==> images/clock_nets.png <==
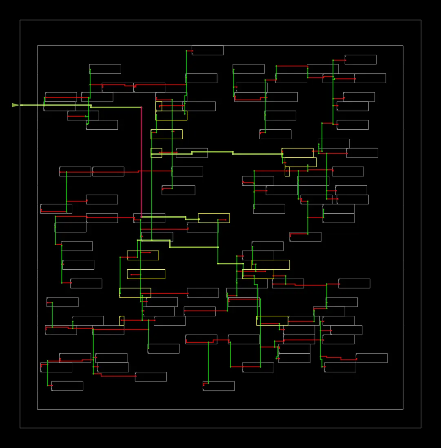
==> images/pinout.png <==
Scale: 3 px per um. Pins as bars across the die edge, other pins in grey.
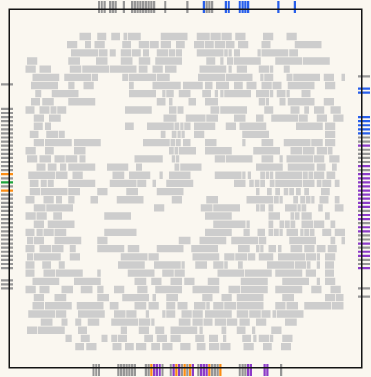
==> images/closeup.png <==
Window x 63 to 113, y 64 to 114 um. Cells in grey, sequential cells in the stronger grey; small squares are vias.
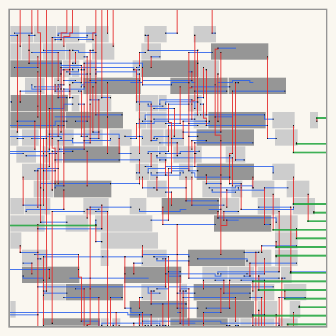
==> images/m3.png <==
Scale: 4 px per um.
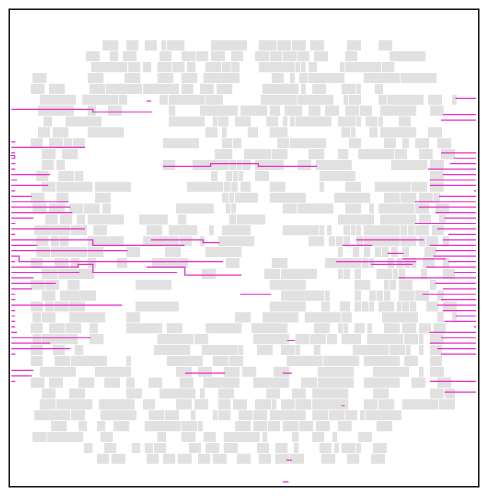
`config.mk`:
```
export PLATFORM = sky130hd
export DESIGN_NAME = sb_rmw_ctrl
export DESIGN_NICKNAME = d
export VERILOG_FILES = /design/src/rtl/sb_rmw_ctrl.sv
export SDC_FILE = /design/constraint.sdc
export NUM_CORES = 1
export LEC_CHECK = 0
export CORE_AREA = 5 5 112 114
export CTS_BUF_LIST = sky130_fd_sc_hd__clkbuf_16
export DETAILED_ROUTE_END_ITERATION = 10
export DIE_AREA = 0 0 117 119
export HOLD_SLACK_MARGIN = 0.06
export PLACE_DENSITY = 0.77
export SLEW_MARGIN = 10
export SYNTH_ARGS = -nofsm -noshare
export SYNTH_HDL_FRONTEND = slang
export SYNTH_SLANG_ARGS = --single-unit
```
`constraint.sdc`:
```
create_clock -name clk -period 2.3 [get_ports clk]
set_input_delay 0.46 -clock clk [delete_from_list [all_inputs] [get_ports clk]]
set_output_delay 0.46 -clock clk [all_outputs]
set_load 0.02 [all_outputs]
```
`src/rtl/sb_rmw_ctrl.sv`:
```
// Byte-store read-modify-write sequencer: reads the containing word, merges one byte lane
// and writes the word back, owning the single-port memory for the whole sequence.
module sb_rmw_ctrl #(
    parameter int unsigned RD_LAT = 1,
    parameter int unsigned CNT_W  = 16
) (
    input  logic             clk,
    input  logic             nrst,
    input  logic             req_valid,
    output logic             req_ready,
    input  logic [31:0]      req_addr,
    input  logic [7:0]       req_byte,
    output logic [31:0]      mem_addr,
    output logic             mem_rd_en,
    input  logic [31:0]      mem_rdata,
    output logic             mem_wr_en,
    output logic [31:0]      mem_wdata,
    output logic             busy,
    output logic             done,
    output logic [CNT_W-1:0] store_cnt
);

    localparam logic [2:0] IDLE  = 3'd0;
    localparam logic [2:0] READ  = 3'd1;
    localparam logic [2:0] WAIT  = 3'd2;
    localparam logic [2:0] WRITE = 3'd3;
    localparam logic [2:0] DONE  = 3'd4;

    localparam int unsigned     LAT_W    = 2;
    localparam logic [LAT_W-1:0] LAT_INIT = LAT_W'(RD_LAT - 1);

    logic [2:0]       state_q, state_d;
    logic [LAT_W-1:0] lat_q, lat_d;
    logic [31:0]      addr_q;
    logic [7:0]       byte_q;
    logic [31:0]      orig_q;
    logic [CNT_W-1:0] cnt_q;
    logic             accept;
    logic             rdata_take;

    // Byte-lane merge: only the lane selected by the low address bits is replaced.
    function automatic logic [31:0] wordmod(input logic [1:0]  lane,
                                            input logic [31:0] word,
                                            input logic [7:0]  byte_in);
        logic [31:0] res;
        res = word;
        case (lane)
            2'd0:    res[7:0]   = byte_in;
            2'd1:    res[15:8]  = byte_in;
            2'd2:    res[23:16] = byte_in;
            default: res[31:24] = byte_in;
        endcase
        return res;
    endfunction

    assign accept     = req_valid && req_ready;
    assign rdata_take = (state_q == WAIT) && (lat_q == '0);

    always_comb begin
        state_d = state_q;
        lat_d   = lat_q;
        case (state_q)
            IDLE:    if (accept) state_d = READ;
            READ: begin
                lat_d   = LAT_INIT;
                state_d = WAIT;
            end
            WAIT: begin
                if (lat_q == '0) state_d = WRITE;
                else             lat_d   = lat_q - 1'b1;
            end
            WRITE:   state_d = DONE;
            DONE:    state_d = IDLE;
            default: state_d = IDLE;
        endcase
    end

    always_ff @(posedge clk or negedge nrst) begin
        if (!nrst) begin
            state_q <= IDLE;
            lat_q   <= '0;
            addr_q  <= '0;
            byte_q  <= '0;
            orig_q  <= '0;
            cnt_q   <= '0;
        end else begin
            state_q <= state_d;
            lat_q   <= lat_d;
            if (accept) begin
                addr_q <= req_addr;
                byte_q <= req_byte;
            end
            // Read data is only looked at in the last wait cycle, so X elsewhere is harmless.
            if (rdata_take) orig_q <= mem_rdata;
            if (state_q == DONE) cnt_q <= cnt_q + 1'b1;
        end
    end

    assign req_ready = (state_q == IDLE);
    assign busy      = (state_q != IDLE);
    assign mem_rd_en = (state_q == READ);
    assign mem_wr_en = (state_q == WRITE);
    assign done      = (state_q == DONE);
    assign mem_addr  = (state_q == IDLE) ? 32'd0 : {addr_q[31:2], 2'b00};
    assign mem_wdata = (state_q == WRITE) ? wordmod(addr_q[1:0], orig_q, byte_q) : 32'd0;
    assign store_cnt = cnt_q;

endmodule
```
==> out/qor.json <==
{
  "totalNegativeSetupSlack_ns": 0,
  "global_route.usage.met3_pct": 5.933,
  "synth_flops": 93,
  "final_util_pct": 56.71,
  "buffer_area_share_pct": 25.45,
  "flow.area_growth_from_synthesis_pct": 45.19,
  "route.layer.met1.wl_um": 4748,
  "grt_pass1_wl_um": 18260,
  "mappedNetlistArea_sq_um": 4422,
  "postRouteWirelength_um": 11380,
  "cts-hold-fix-buffers": 0,
  "worstPathCellList": "nand2b_1, buf_4, mux2i_1, nor2_1, dlygate4sd2_1",
  "summed_area_of_non_filler_cells_in_the_final_layout_sq_um": 6420,
  "critical_path.n_buffers_inverters": 2,
  "hold_vio_cnt_final": 0,
  "layout-drive-gt1-share_pct": 9.125,
  "hold_class": "in2async",
  "cellLeakagePower_nw": 2.990,
  "tritoncts": "built",
  "post_synth.cell_area_avg_sq_um": 11.82,
  "core_area_sq_um": 11320,
  "vias_per_cell": 4.960,
  "layout.clock_buffers": 9,
  "synth-edff-count": 0,
  "ir_drop_uv": 610.4,
  "synth_cell_types": 31,
  "powerComb_w": 0.00413,
  "fin_cells": 681,
  "number_of_levels_the_h_tree_was_split_into": 3,
  "achievable-frequency_mhz": 451.5,
  "area_enclosed_by_the_die_boundary_sq_um": 13920,
  "area_leaders": "dfrtp_1, mux2_1, nor2b_1, mux2i_1, nand2_1",
  "final_cell_mix": "dfrtp_1, clkdlybuf4s50_1, mux2_1, dlygate4sd2_1, nor2b_1",
  "warning_count_from_the_yosys_run": 0,
  "ys_cells": 374,
  "use_met2_pct": 26.21,
  "top_area_cell": "dfrtp_1",
  "r2r.worst_path.cells": 5,
  "cpMaxStageDelayCell": "dfrtp_1",
  "async_reset_ff_share_pct": 100.0,
  "place_hpwl_um": 8449,
  "area.share.sequential_pct": 36.29,
  "globalRouteMet1Util_pct": 21.52,
  "n_antenna_cell": 1,
  "mi_logic_area_sq_um": 1938,
  "post-cts-setup-buffer-count": 0,
  "maxSlewViolCount": 0,
  "share_clk_of_total_power_pct": 17.9,
  "clkCellAreaFrac_pct": 4.775,
  "global_route.peak_usage_layer": "met2",
  "synth.mux.area_fraction_pct": 22.21,
  "ctsRootBufferMaster": "clkbuf_16",
  "cell_internal_pwr_w": 0.005194,
  "top_level_ports": 160,
  "gr-total-overflow": 0,
  "detail-route-antenna-nets": 0,
  "power-per-cell-area_nw_per_um2": 1330,
  "worstSetupPathDepth": 5,
  "fillCellCount": 1024,
  "switching_share_pct": 39.15,
  "non_clock_inverter_count": 8,
  "critical_path.max_fanout": 8,
  "fin_skew_ns": 0.007153,
  "post_dp_cell_area_sq_um": 6203,
  "grt_start_max_net_pins": 45,
  "wl_met3_um": 1020,
  "layout.comb_gates.multi_input": 250,
  "drc_errors": 0,
  "route.detailed.wl_per_inst_um": 16.70,
  "clock_pin_slew_of_the_registers_on_the_worst_case_setup_and_hold_paths_ns": 0.07,
  "dominant_power_group": "combinational logic",
  "xor_share_pct": 3.169,
  "synth-main-ff-cell": "dfrtp_1",
  "post-synth-top-count-cell": "dfrtp_1",
  "clock_path_buffers": 2,
  "setup-violations-final": 0,
  "status": "complete, no violations",
  "cp_slowest_stage_delay_ns": 0.45,
  "total_nets_final": 610,
  "cp.arrival_ns": 1.75,
  "net-switching-power_w": 0.003342,
  "synth_compound_gate_area_share_pct": 3.282,
  "num_rows": 39,
  "period_needed_ns": 2.215,
  "place.detailed.instances": 665,
  "dr.pass1.iters": 4,
  "timing.critical_path.required_ns": 1.84,
  "ys_top_logic_family": "multiplexers",
  "worst-setup-path-type": "reg2out",
  "antenna_violations_before_repair": 0,
  "grtUsageTotal_pct": 16.59,
  "post-route-period-util_pct": 96.29
}
Back to the opening pictures, clock_nets.png:
number of flip-flops and latches: 93
Clock Latency Late Sink: 0.33 ns
TritonCTS Buffers: 9
sink count of the clock tree: 93
power of the clock network: 0.00153 W

Back to the opening pictures, pinout.png:
Key: `mem_wdata` = purple [pins 32, direction output, edge 19 east, 13 south]; `mem_wr_en` = green [pins 1, direction output, edge west]; `store_cnt` = blue [pins 16, direction output, edge 9 north, 7 east]; `req_byte` = orange [pins 8, direction input, edge 6 south, 2 west]
All pins by edge: 44 west, 43 east, 43 south, 30 north.
width of the die: 117 um
count of input and output buffers: 157
die outline height: 119 um

Back to the opening pictures, closeup.png:
Key: M2 = red; M3 = green; M1 = blue
Netlist names of flops here include `store_cnt` (16), `orig_q` (7). Sequential cells in the window: 23. 108 logic cells have their middle in the window. Most frequent: clkdlybuf4s50_1 (25), dfrtp_1 (23), xnor2_1 (10).

Back to the opening pictures, m3.png:
The longest straight run is 50.8 um. The layer carries 1020 um of wire. The wires run mostly horizontal. 97 nets have wire on it. The layer holds 9.0% of the routed length.

-- worst paths after layout --
| check | startpoint | endpoint | slack [ns] |
|---|---|---|---|
| max in group asynchronous | nrst | byte_q[6]$_DFFE_PN0P_ | 1.61 |
| hold reg to reg | store_cnt[15]$_DFFE_PN0P_ | store_cnt[15]$_DFFE_PN0P_ | 0.47 |
| setup / recovery | addr_q[0]$_DFFE_PN0P_ | mem_wdata[22] | 0.09 |
| hold / removal | nrst | orig_q[11]$_DFFE_PN0P_ | 0.07 |
| min in group clk | store_cnt[15]$_DFFE_PN0P_ | store_cnt[15]$_DFFE_PN0P_ | 0.47 |
| setup reg to reg | state_q[1]$_DFFE_PN0P_ | byte_q[1]$_DFFE_PN0P_ | 0.44 |
No activity file was given, so power comes from the tool's default toggle rates.
